--- src/rtl/fp_pkg.sv ---
// fp_pkg: shared opcodes, field widths, binary32 layout and helpers for fp_alu.
// The rounding mode is selected with the FP_ROUND_NEAREST_EN macro in fp_round_pack.
package fp_pkg;

    localparam int EXP_W  = 8;
    localparam int FRAC_W = 23;
    localparam int BIAS   = 127;

    localparam logic [31:0] FP_QNAN = 32'h7FC0_0000;

    typedef enum logic [1:0] {
        FP_OP_ADD  = 2'h0,
        FP_OP_SUB  = 2'h1,
        FP_OP_MUL  = 2'h2,
        FP_OP_PASS = 2'h3
    } fp_op_e;

    typedef struct packed {
        logic              sign;
        logic [EXP_W-1:0]  exp;
        logic [FRAC_W-1:0] frac;
    } fp_t;

    // Leading-zero count of a 27-bit significand; returns 27 for all-zero input.
    function automatic logic [4:0] lzc27(input logic [26:0] v);
        logic [4:0] n;
        logic       found;
        n     = 5'd27;
        found = 1'b0;
        for (int unsigned i = 0; i < 27; i++) begin
            if (!found && v[26-i]) begin
                n     = 5'(i);
                found = 1'b1;
            end
        end
        return n;
    endfunction

endpackage

--- src/rtl/fp_round_pack.sv ---
// fp_round_pack: rounds a normalised significand {1.m[23:0], g, r, s}, applies
// overflow/underflow handling and packs a binary32 word.
// FP_ROUND_NEAREST_EN defined: round-to-nearest-even; undefined: truncate.
module fp_round_pack
    import fp_pkg::*;
(
    input  logic               sign,
    input  logic signed [10:0] exp_unb,
    input  logic [26:0]        sig,
    output logic [31:0]        result
);

    logic [24:0]        mant_r;
    logic signed [11:0] exp_b;
    logic [22:0]        frac;

`ifndef FP_ROUND_NEAREST_EN
    logic unused_grs;
    assign unused_grs = ^sig[2:0];
`endif

    // Round, re-bias (a rounding carry bumps the exponent) and saturate/flush.
    always_comb begin
        mant_r = {1'b0, sig[26:3]};
`ifdef FP_ROUND_NEAREST_EN
        if (sig[2] && (sig[1] || sig[0] || sig[3])) begin
            mant_r = mant_r + 25'd1;
        end
`endif
        exp_b  = {exp_unb[10], exp_unb} + 12'(BIAS) + {11'd0, mant_r[24]};
        frac   = mant_r[24] ? mant_r[23:1] : mant_r[22:0];
        result = {sign, exp_b[7:0], frac};
        if (exp_b >= 12'sd255) begin
            result = {sign, 8'hFF, 23'd0};
        end else if (exp_b <= 12'sd0) begin
            result = {sign, 31'd0};
        end
    end

endmodule

--- src/rtl/fp_alu.sv ---
// fp_alu: binary32 add / subtract / multiply / pass with one output register.
// Subnormal inputs read as zero; outputs are flushed to zero on underflow.
// Rounding mode: FP_ROUND_NEAREST_EN (see fp_round_pack).
module fp_alu
    import fp_pkg::*;
(
    input  logic        clk,
    input  logic        rst_n,
    input  logic [31:0] in0,
    input  logic [31:0] in1,
    input  logic [1:0]  operand,
    output logic [31:0] O
);

    fp_op_e op;
    fp_t    a, b;
    logic   a_zero, b_zero, a_inf, b_inf, a_nan, b_nan;
    logic [23:0] a_man, b_man;
    logic [7:0]  a_exp, b_exp;

    assign op = fp_op_e'(operand);
    assign a  = fp_t'(in0);
    assign b  = fp_t'(in1);

    assign a_zero = (a.exp == '0);
    assign b_zero = (b.exp == '0);
    assign a_inf  = (a.exp == '1) && (a.frac == '0);
    assign b_inf  = (b.exp == '1) && (b.frac == '0);
    assign a_nan  = (a.exp == '1) && (a.frac != '0);
    assign b_nan  = (b.exp == '1) && (b.frac != '0);
    assign a_man  = a_zero ? '0 : {1'b1, a.frac};
    assign b_man  = b_zero ? '0 : {1'b1, b.frac};
    assign a_exp  = a.exp;
    assign b_exp  = b.exp;

    // add/sub path signals
    logic               b_sign_eff, swap, big_sign, sml_sign, eff_sub;
    logic [7:0]         big_exp, sml_exp, shamt;
    logic [5:0]         shamt_c;
    logic [23:0]        big_man, sml_man;
    logic [49:0]        wide;
    logic [26:0]        sml_ext, big_ext, add_sig;
    logic [27:0]        sum;
    logic [4:0]         lz;
    logic signed [10:0] add_exp;
    logic               add_zero, add_zero_sign;

    // Align the smaller magnitude (clamped shift keeps everything as sticky), add, normalise.
    always_comb begin
        b_sign_eff = b.sign ^ (op == FP_OP_SUB);
        swap       = {b_exp, b_man} > {a_exp, a_man};
        big_sign   = swap ? b_sign_eff : a.sign;
        sml_sign   = swap ? a.sign : b_sign_eff;
        big_exp    = swap ? b_exp : a_exp;
        sml_exp    = swap ? a_exp : b_exp;
        big_man    = swap ? b_man : a_man;
        sml_man    = swap ? a_man : b_man;
        shamt      = big_exp - sml_exp;
        shamt_c    = (shamt >= 8'd26) ? 6'd26 : shamt[5:0];
        wide       = {sml_man, 26'd0} >> shamt_c;
        sml_ext    = {wide[49:24], |wide[23:0]};
        big_ext    = {big_man, 3'b000};
        eff_sub    = big_sign ^ sml_sign;
        sum        = eff_sub ? ({1'b0, big_ext} - {1'b0, sml_ext})
                             : ({1'b0, big_ext} + {1'b0, sml_ext});
        lz         = lzc27(sum[26:0]);
        if (sum[27]) begin
            add_sig = {sum[27:2], sum[1] | sum[0]};
            add_exp = {3'b000, big_exp} - 11'sd127 + 11'sd1;
        end else begin
            add_sig = sum[26:0] << lz;
            add_exp = {3'b000, big_exp} - 11'sd127 - {6'd0, lz};
        end
        add_zero      = (sum == '0);
        add_zero_sign = eff_sub ? 1'b0 : big_sign;
    end

    // multiply path signals
    logic [47:0]        prod;
    logic [10:0]        mul_exp_base;
    logic [26:0]        mul_sig;
    logic signed [10:0] mul_exp;
    logic               mul_sign;

    // 24x24 product, normalised by at most one position.
    always_comb begin
        prod         = 48'(a_man) * 48'(b_man);
        mul_sign     = a.sign ^ b.sign;
        mul_exp_base = {3'b000, a_exp} + {3'b000, b_exp} - 11'd254;
        if (prod[47]) begin
            mul_sig = {prod[47:22], |prod[21:0]};
            mul_exp = mul_exp_base + 11'd1;
        end else begin
            mul_sig = {prod[46:21], |prod[20:0]};
            mul_exp = mul_exp_base;
        end
    end

    logic               rp_sign;
    logic signed [10:0] rp_exp;
    logic [26:0]        rp_sig;
    logic [31:0]        rp_result;
    logic [31:0]        result;

    // One rounder serves both arithmetic paths.
    always_comb begin
        rp_sign = big_sign;
        rp_exp  = add_exp;
        rp_sig  = add_sig;
        if (op == FP_OP_MUL) begin
            rp_sign = mul_sign;
            rp_exp  = mul_exp;
            rp_sig  = mul_sig;
        end
    end

    fp_round_pack u_round_pack (
        .sign    (rp_sign),
        .exp_unb (rp_exp),
        .sig     (rp_sig),
        .result  (rp_result)
    );

    // Special-case priority ahead of the arithmetic result.
    always_comb begin
        result = rp_result;
        case (op)
            FP_OP_PASS: result = in0;
            FP_OP_MUL: begin
                if (a_nan || b_nan)                            result = FP_QNAN;
                else if ((a_inf && b_zero) || (a_zero && b_inf)) result = FP_QNAN;
                else if (a_inf || b_inf)                       result = {mul_sign, 8'hFF, 23'd0};
                else if (a_zero || b_zero)                     result = {mul_sign, 31'd0};
                else                                           result = rp_result;
            end
            default: begin
                if (a_nan || b_nan)                                 result = FP_QNAN;
                else if (a_inf && b_inf && (a.sign ^ b_sign_eff))   result = FP_QNAN;
                else if (a_inf)                                     result = {a.sign, 8'hFF, 23'd0};
                else if (b_inf)                                     result = {b_sign_eff, 8'hFF, 23'd0};
                else if (add_zero)                                  result = {add_zero_sign, 31'd0};
                else                                                result = rp_result;
            end
        endcase
    end

    // Output register; reset clears it asynchronously.
    always_ff @(posedge clk or negedge rst_n) begin
        if (!rst_n) begin
            O <= '0;
        end else begin
            O <= result;
        end
    end

endmodule

--- config.mk ---
export PLATFORM = sky130hd
export DESIGN_NAME = fp_alu
export DESIGN_NICKNAME = d
export VERILOG_FILES = /design/src/rtl/fp_pkg.sv /design/src/rtl/fp_round_pack.sv /design/src/rtl/fp_alu.sv
export SDC_FILE = /design/constraint.sdc
export NUM_CORES = 2
export LEC_CHECK = 0
export ABC_AREA = 0
export CAP_MARGIN = 30
export CORE_ASPECT_RATIO = 2
export CORE_MARGIN = 4
export CORE_UTILIZATION = 45
export DETAILED_ROUTE_END_ITERATION = 16
export PLACE_DENSITY = 0.71
export SETUP_SLACK_MARGIN = 0.1
export SYNTH_ARGS = -nofsm -noshare
export SYNTH_HDL_FRONTEND = slang
export SYNTH_SLANG_ARGS = --single-unit
--- constraint.sdc ---
create_clock -name clk -period 0.8 [get_ports clk]
set_clock_uncertainty 0.15 [all_clocks]
set_input_delay 0.12 -clock clk [delete_from_list [all_inputs] [get_ports clk]]
set_output_delay 0.12 -clock clk [all_outputs]
set_load 0.005 [all_outputs]
**Signal wires on met1**

Bar = 50 µm. Supply wires on this layer in grey.
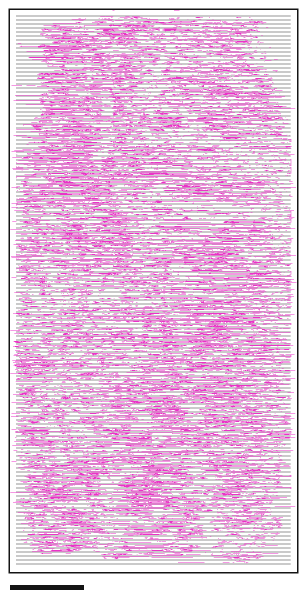
nets with wire on the layer: 5,574
longest straight run: 70.8 µm
share of all routed wire: 28%

**Layout detail**

Bar = 10 µm. Region (126, 76) to (166, 116) µm. Cells in grey, sequential cells in the stronger grey; small squares are vias.
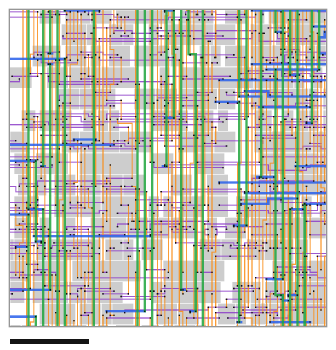
legend:
  metal 3:
    colour: blue
  metal 4:
    colour: green
  metal 2:
    colour: orange
  metal 1:
    colour: purple
cells with their middle in the window: 161
sequential cells in the window: 0
most frequent: buf_4 (41), nand2_1 (30), inv_1 (21)

**The metal 3 layer**

Bar = 50 µm.
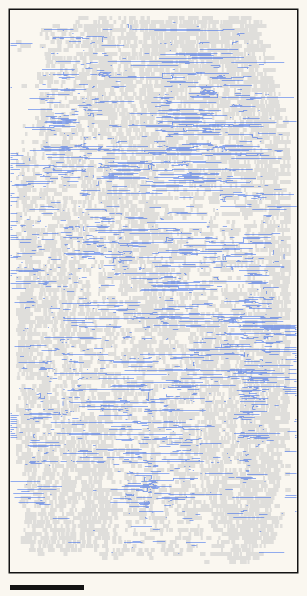
wire length on this layer: 12,200 µm
main direction: horizontal

**Routing congestion**

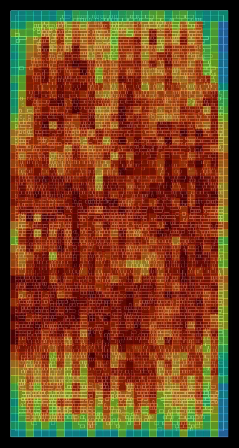
busiest layer in global routing: met2
global routing usage on met2: 75.5%
routed wire length per instance: 27.0 µm

==> flow_summary_export.csv <==
group,metric,value,unit
die,die_w,195,µm
pwr,power.leakage,22.2,nW
run_status,status,"complete, but fails checks",
final_timing,drv_slew,0,
logic_synthesis,synth_adder_area_share,42.8,%
route,route.final.wire_length,164000,µm
final_timing,worst_slack,-12.62,ns
logic_synthesis,edf_count,0,
route,first_iter_violations,2634,
setup_path,crit_path_start_kind,"primary input",
finish,layout.cells.most_common,"sky130_fd_sc_hd__buf_4",
pwr,combinationalPowerShare,97.4,%
placement,gpl.final_weighted_congestion,1.11,
global_route,grt_start_max_net_pins,60,
global_route,total_grt_usage,43.2,%
global_route,grt_remaining_overflow,0,
route,num_vias,36200,
run,log.warning_count,88,
logic_synthesis,flops_after_synth,32,
pwr,internal_power,80.7,mW
pwr,p_sw_share,52.9,%
final_timing,setup_viol_count_final,64,
pwr,peakVddDrop,5820,µV
logic_synthesis,yosys_warnings,0,
worst_hold_path,timing.hold.worst.class,"in2async",
global_route,grt_pass1_wl,240000,µm
logic_synthesis,ys_chip_area,31500,µm²
setup_path,cp-end-kind,"flip-flop",
clock_network,numCtsBuffers,5,
placement,post-place-ws,-13.84,ns
logic_synthesis,synth-simple-area-share,21.1,%
logic_synthesis,mappedNetlistNets,4963,
finish,flow.area_growth_from_synthesis,38.1,%
final_timing,worst_slew_margin_rel,36.0,%
logic_synthesis,ys_seq_share,2.54,%
run,drv.max_cap_violation_count,0,
logic_synthesis,synth.largest_area_cell,"sky130_fd_sc_hd__fa_1",
pwr,power_frac_seq,1.5,%
pwr,p_switching,90.7,mW
die,chip_area,74500,µm²
pwr,comb_cell_power,167,mW
logic_synthesis,xor_area_share,1.94,%
clock_network,tritoncts,"built",
finish,utilization,62.5,%
run_status,failed_checks,"negative setup slack",
clock_network,htree_levels,2,
die,core_area,69600,µm²
==> per-layer routing <==
layer	part of all wire, %	up-vias	routed length (µm)	track usage (%)
met3	7.4	1089	12200	8.69
li1	-	15700	-	-
met4	16	4	26200	49.4
met2	48	2039	79600	75.5
met1	28	17300	46500	38.1
met5	0.015	-	25	0
==> worst max-delay path: cells and delay by family <==
family | cells | cell delay, ns
xor+xnor | 1 | 0.12
fa+ha+maj | 4 | 1.07
mux | 1 | 0.19
buf+inv | 34 | 4.53
simple gates | 14 | 3.04
compound gates | 23 | 4.34
==> area by class of cell <==
| class | instances | area [µm²] | share of cell area [%] |
|---|---|---|---|
| repair buffers | 1289 | 10200 | 23.5 |
| flip-flops and latches | 32 | 801 | 1.84 |
| clock buffers | 5 | 125 | 0.288 |
| repair inverters | 1 | 8.76 | 0.0201 |
| diodes | 5 | 12.5 | 0.0288 |
| inverters | 676 | 2550 | 5.86 |
| multi-input cells | 3180 | 28700 | 65.9 |
| well taps | 903 | 1130 | 2.60 |
| clock inverters | 3 | 18.8 | 0.0431 |
==> repair_timing <==
action / in CTS / in global routing
setup buffers: 66 / 7
endpoints found under the setup margin: 64 / 96
pin swaps: 113 / 41
hold buffers: 1 / 0
hold endpoints to repair: 32 / 0
gates resized: 377 / 57
gates cloned: 5 / 2
==> metrics by stage <==
| step | hold slack, ns | power, mW | TNS [ns] |
|---|---|---|---|
| 5_1_grt | 0.231 | 182 | -419.34 |
| 3_5_place_dp | -0.0530 | 166 | -444.47 |
| 3_3_place_gp | -0.0513 | 162 | -435.63 |
| 6_report | 0.207 | 171 | -404.76 |
| 4_1_cts | 0.178 | 170 | -393.64 |
| 2_1_floorplan | -0.326 | 94.9 | -387.22 |
Power is estimated from default activity; no workload was simulated.
